### Where the registers sit

The bar under the picture is 50 um long. Other sequential cells in the stronger grey, the rest of the logic in the fainter grey.
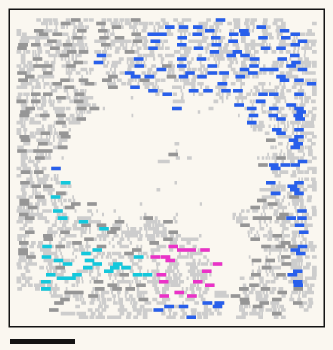
### Cell sizes after repair

The bar under the picture is 50 um long.
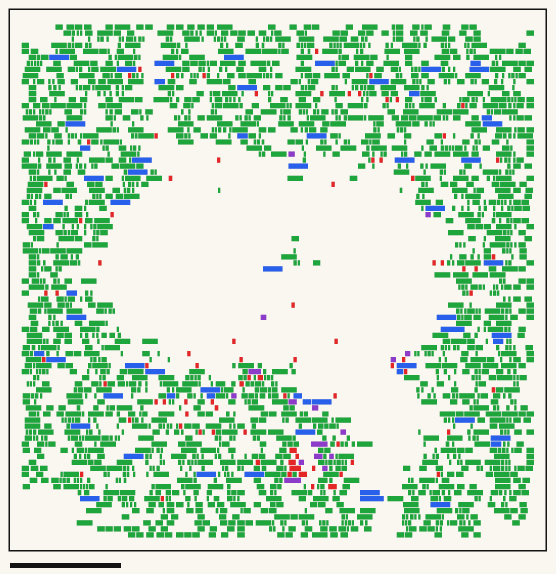
==> src/rtl/mem_line_ctrl.sv <==
// mem_line_ctrl: cache-line read/write/evict-refill controller to line memory.
// Define MEM_TIMEOUT_EN to abort a stalled access after TIMEOUT_CYC cycles.
module mem_line_ctrl #(
  parameter int unsigned TIMEOUT_CYC = 255
) (
  input  logic         clk,
  input  logic         rst,
  input  logic         req_valid,
  output logic         req_ready,
  input  logic [1:0]   req_op,
  input  logic [27:0]  req_addr,
  input  logic [27:0]  req_wb_addr,
  input  logic [127:0] req_wdata,
  output logic         resp_valid,
  output logic [127:0] resp_rdata,
  output logic         resp_err,
  output logic         mem_read,
  output logic         mem_write,
  output logic [27:0]  mem_addr,
  output logic [127:0] mem_wdata,
  input  logic [127:0] mem_rdata,
  input  logic         mem_ready,
  output logic [15:0]  busy_cnt
);

  typedef enum logic [2:0] {IDLE, WR, GAP, RD, DONE} state_t;

  localparam logic [1:0] OP_RD   = 2'b00;
  localparam logic [1:0] OP_WR   = 2'b01;
  localparam logic [1:0] OP_WBRD = 2'b10;

`ifdef MEM_TIMEOUT_EN
  localparam bit TMO_EN = 1'b1;
`else
  localparam bit TMO_EN = 1'b0;
`endif

  state_t      state, state_nx;
  logic [1:0]  op_q;
  logic [27:0] addr_q;
  logic        err_q;
  logic [15:0] wait_cnt;
  logic        strobe;
  logic        tmo;

  assign req_ready = (state == IDLE);
  assign strobe    = mem_read || mem_write;

  // Counter restarts whenever the strobe is low, so each phase gets a full budget
  always_ff @(posedge clk) begin
    if (rst || !strobe || mem_ready)
      wait_cnt <= '0;
    else
      wait_cnt <= wait_cnt + 16'd1;
  end

  assign tmo = TMO_EN && strobe && !mem_ready &&
               (wait_cnt == 16'(TIMEOUT_CYC - 1));

  always_ff @(posedge clk) begin
    if (rst)
      state <= IDLE;
    else
      state <= state_nx;
  end

  always_comb begin
    state_nx = state;
    unique case (state)
      IDLE: begin
        if (req_valid) begin
          unique case (req_op)
            OP_RD:          state_nx = RD;
            OP_WR, OP_WBRD: state_nx = WR;
            default:        state_nx = DONE;
          endcase
        end
      end
      WR: begin
        if (mem_ready)
          state_nx = (op_q == OP_WBRD) ? GAP : DONE;
        else if (tmo)
          state_nx = DONE;
      end
      GAP:  state_nx = RD;
      RD: begin
        if (mem_ready || tmo)
          state_nx = DONE;
      end
      DONE:    state_nx = IDLE;
      default: state_nx = IDLE;
    endcase
  end

  always_ff @(posedge clk) begin
    if (rst) begin
      op_q       <= '0;
      addr_q     <= '0;
      err_q      <= 1'b0;
      mem_read   <= 1'b0;
      mem_write  <= 1'b0;
      mem_addr   <= '0;
      mem_wdata  <= '0;
      resp_valid <= 1'b0;
      resp_rdata <= '0;
      resp_err   <= 1'b0;
      busy_cnt   <= '0;
    end else begin
      resp_valid <= (state == DONE);
      resp_err   <= (state == DONE) && err_q;
      if (state != IDLE && busy_cnt != 16'hFFFF)
        busy_cnt <= busy_cnt + 16'd1;
      unique case (state)
        IDLE: begin
          if (req_valid) begin
            op_q      <= req_op;
            addr_q    <= req_addr;
            err_q     <= (req_op == 2'b11);
            mem_read  <= (req_op == OP_RD);
            mem_write <= (req_op == OP_WR) || (req_op == OP_WBRD);
            mem_addr  <= (req_op == OP_RD) ? req_addr : req_wb_addr;
            mem_wdata <= req_wdata;
          end
        end
        WR: begin
          if (mem_ready) begin
            mem_write <= 1'b0;
          end else if (tmo) begin
            mem_write <= 1'b0;
            err_q     <= 1'b1;
          end
        end
        GAP: begin
          mem_read <= 1'b1;
          mem_addr <= addr_q;
        end
        RD: begin
          if (mem_ready) begin
            mem_read   <= 1'b0;
            resp_rdata <= mem_rdata;
          end else if (tmo) begin
            mem_read <= 1'b0;
            err_q    <= 1'b1;
          end
        end
        default: ;
      endcase
    end
  end

endmodule

==> config.mk <==
export PLATFORM = sky130hd
export DESIGN_NAME = mem_line_ctrl
export DESIGN_NICKNAME = d
export VERILOG_FILES = /design/src/rtl/mem_line_ctrl.sv
export SDC_FILE = /design/constraint.sdc
export NUM_CORES = 1
export LEC_CHECK = 0
export CAP_MARGIN = 15
export CORE_AREA = 5 5 236 238
export DETAILED_ROUTE_END_ITERATION = 7
export DIE_AREA = 0 0 241 243
export GPL_TIMING_DRIVEN = 0
export MAX_ROUTING_LAYER = met4
export PLACE_DENSITY = 0.54
export SLEW_MARGIN = 20
export SYNTH_ARGS = -nofsm -noshare
export SYNTH_HDL_FRONTEND = slang
export SYNTH_SLANG_ARGS = --single-unit
==> constraint.sdc <==
create_clock -name clk -period 2.1 [get_ports clk]
set_input_delay 0.315 -clock clk [delete_from_list [all_inputs] [get_ports clk]]
set_output_delay 0.315 -clock clk [all_outputs]
set_load 0.005 [all_outputs]
==> flow_summary.toml <==
# generated from flow reports
[setup_path]
crit_required_ns = 1.78
worstSetupStartpoint = "state[2]"
ff_to_ff_start = "state[2]"
setup.worst_path.end_class = "primary output"
timing.rr.end = "busy_cnt[15]"
cp-start-kind = "flop"
critical-path-slowest-cell = "or3_4"
worst_setup_path_endpoint = "req_ready"
cp_max_fo = 10
r2r_setup_slack_ns = 0.15
critPathMaxStageDelay_ns = 0.38

[clock_network]
cts-root-buf = "clkbuf_16"
max-clock-path-buffers = 3
worst_skew_pair.late_latency_ns = 0.55
post_cts_hold_buffer_count = 0
cts_buffers = 42
cts_tree = "done"

[logic_synthesis]
synth.lib_cells_used.distinct = 50
syn_area_mm2 = 0.0125
synthAoiAreaFrac_pct = 16.6
yosys-mux-area-fraction_pct = 2.50
synth_top_flop_cell = "dfxtp_1"
post-synth-top-area-cell = "dfxtp_1"
most_numerous_cell_types_in_the_synthesized_netlist = "641 x nand2_1, 338 x dfxtp_1, 329 x a21oi_1"
post_synthesis_register_bit_count = 338
yosysWarnings = 0
adder_cell_share_of_the_synthesized_area_pct = 0.400
synthSimpleGateAreaFrac_pct = 22.2
top_cell_area_share_pct = 54.1
ys_seq_share_pct = 54.1
yosys.cell_count.top_type = "nand2_1"
enable_flop_cells = 0
synthTopLogicFamily = "simple AND/OR/NAND/NOR gates"

[placed_design]
post_detail_place_hpwl_um = 44000
place_area_mm2 = 0.0196
port-buffer-count = 622

[finish]
syn2layout_area_growth_pct = 69.1
comb_area_mm2 = 0.00524
finalInstanceArea_mm2 = 0.0211
most_instantiated_logic_cell_after_routing = "nand2_1"
layout_cell_share_with_drive_strength_beyond_1_pct = 6.96
finalNetCount = 2574
layout_top_cells = "640 x nand2_1, 621 x clkdlybuf4s50_1, 338 x dfxtp_1"
area.sequential_mm2 = 0.00677

[detailed_routing]
route.final.wire_length_um = 56400
wire_per_inst_um = 18.9
detail_route.first_pass.iterations = 5
antenna_left = 0
detailroute.via_count = 13377
drc_errors = 0

[power]
irDropWorstVdd_v = 0.000621
seq_group_uw = 7230
clkPwrFrac_pct = 40.1
pwr.group.clock_uw = 7240
power.group.top = "the clock network"
power.density_cell_area_mw_per_mm2 = 855
share_comb_of_total_power_pct = 20.0
comb_power_uw = 3610
total_power_uw = 18100
share_seq_of_total_power_pct = 40.0
switching_power_uw = 4890

[timing]
timing_max_transition_violations_final = 0
finalClockPeriodUsage_pct = 95.2
maxSlewHeadroom_pct = 41.6
fin_skew_ns = 0.0183
finalWorstPathRequiredPeriod_ns = 2.00
hold_slack_ns = 0.305
grt_setup_unrepaired = "no"

[global_route]
grt_antenna_before_repair = 11
grt_max_degree = 20
grt-ovfl-total = 0
first_pass_grt_wire_length_um = 82100
global_route.usage.total_pct = 18.6

[die]
design.die.area_mm2 = 0.0586
placement_rows = 85
die.size.y_um = 243
coreArea_mm2 = 0.0534
floorplan.io_pins = 623

[hold_path]
hold-path-cell-count = 3
hold-path-endpoint = "mem_wdata[21]"

[job]
maxCapViolations = 0
openroad.warnings = 28

[outcome]
run_status = "finished clean"
About 'Where the registers sit':
Magenta stands for `busy_cnt`, placed flops 16, where bottom middle. Blue stands for `mem_wdata`, placed flops 128. Cyan stands for `addr_q`, placed flops 28, where bottom left.
Another 166 sequential cells are not coloured.

About 'Cell sizes after repair':
Red stands for x2, cells 82, share 3.6%. Green stands for x1 and smaller, cells 2,125, share 93%. Blue stands for x6 and larger, cells 61, share 2.7%. Purple stands for x3 and x4, cells 16, share 0.70%.

[timing repair]
| action | CTS | global route |
|---|---|---|
| cloned | 0 | 0 |
| gates resized | 27 | 74 |
| pin swaps | 0 | 1 |
| buffers inserted | 0 | 3 |
| endpoints found under the setup margin | 297 | 307 |
[layout make-up]
type | instances | share of cell area, %
flip-flops and latches | 338 | 32.0
repair buffers | 625 | 29.5
clock buffers | 63 | 5.96
well taps | 696 | 4.12
inverters | 8 | 0.154
multi-input cells | 1117 | 24.8
plain buffers | 120 | 2.73
diodes | 10 | 0.118
clock inverters | 13 | 0.609
[routing by layer]
metal	GRT usage [%]	part of all wire [%]
met4	5.54	2.4
met3	6.22	9.2
met2	32.6	50
met5	-	0
met1	19.9	38
[critical path: cells and delay by family, from the launching register on]
kind                   cells  cell delay (ns)
buffers and inverters      4             0.46
AND/OR/NAND/NOR            1             0.38
flip-flops                 1             0.30
[logic make-up (layout without fill, tap and decap cells)]
group	count (synthesis)	after routing
AOI/OAI and AO/OA	385	385
buffers and inverters	129	829
adders and majority gates	4	4
DFF	338	338
muxes	31	31
other	0	10
and+or+nand+nor	697	697
[metrics by stage]
stage          setup TNS [ns]  instances  utilization, %  setup WS (ns)
2_1_floorplan               0       1584               -          0.309
3_3_place_gp          -239.28       2902            36.7          -1.37
3_5_place_dp          -248.62       2902            36.7          -1.39
4_1_cts                     0       2977            39.4        0.00429
5_1_grt                     0       2989            39.6        0.00201
6_report                    0       2990            39.6         0.0998
[flip-flops by register name, summed over array words and instances, names as in the netlist, 2 cells and up]
register    cells
resp_rdata    128
op_q            2
state           3
addr_q         28
mem_wdata     128
busy_cnt       16
mem_addr       28
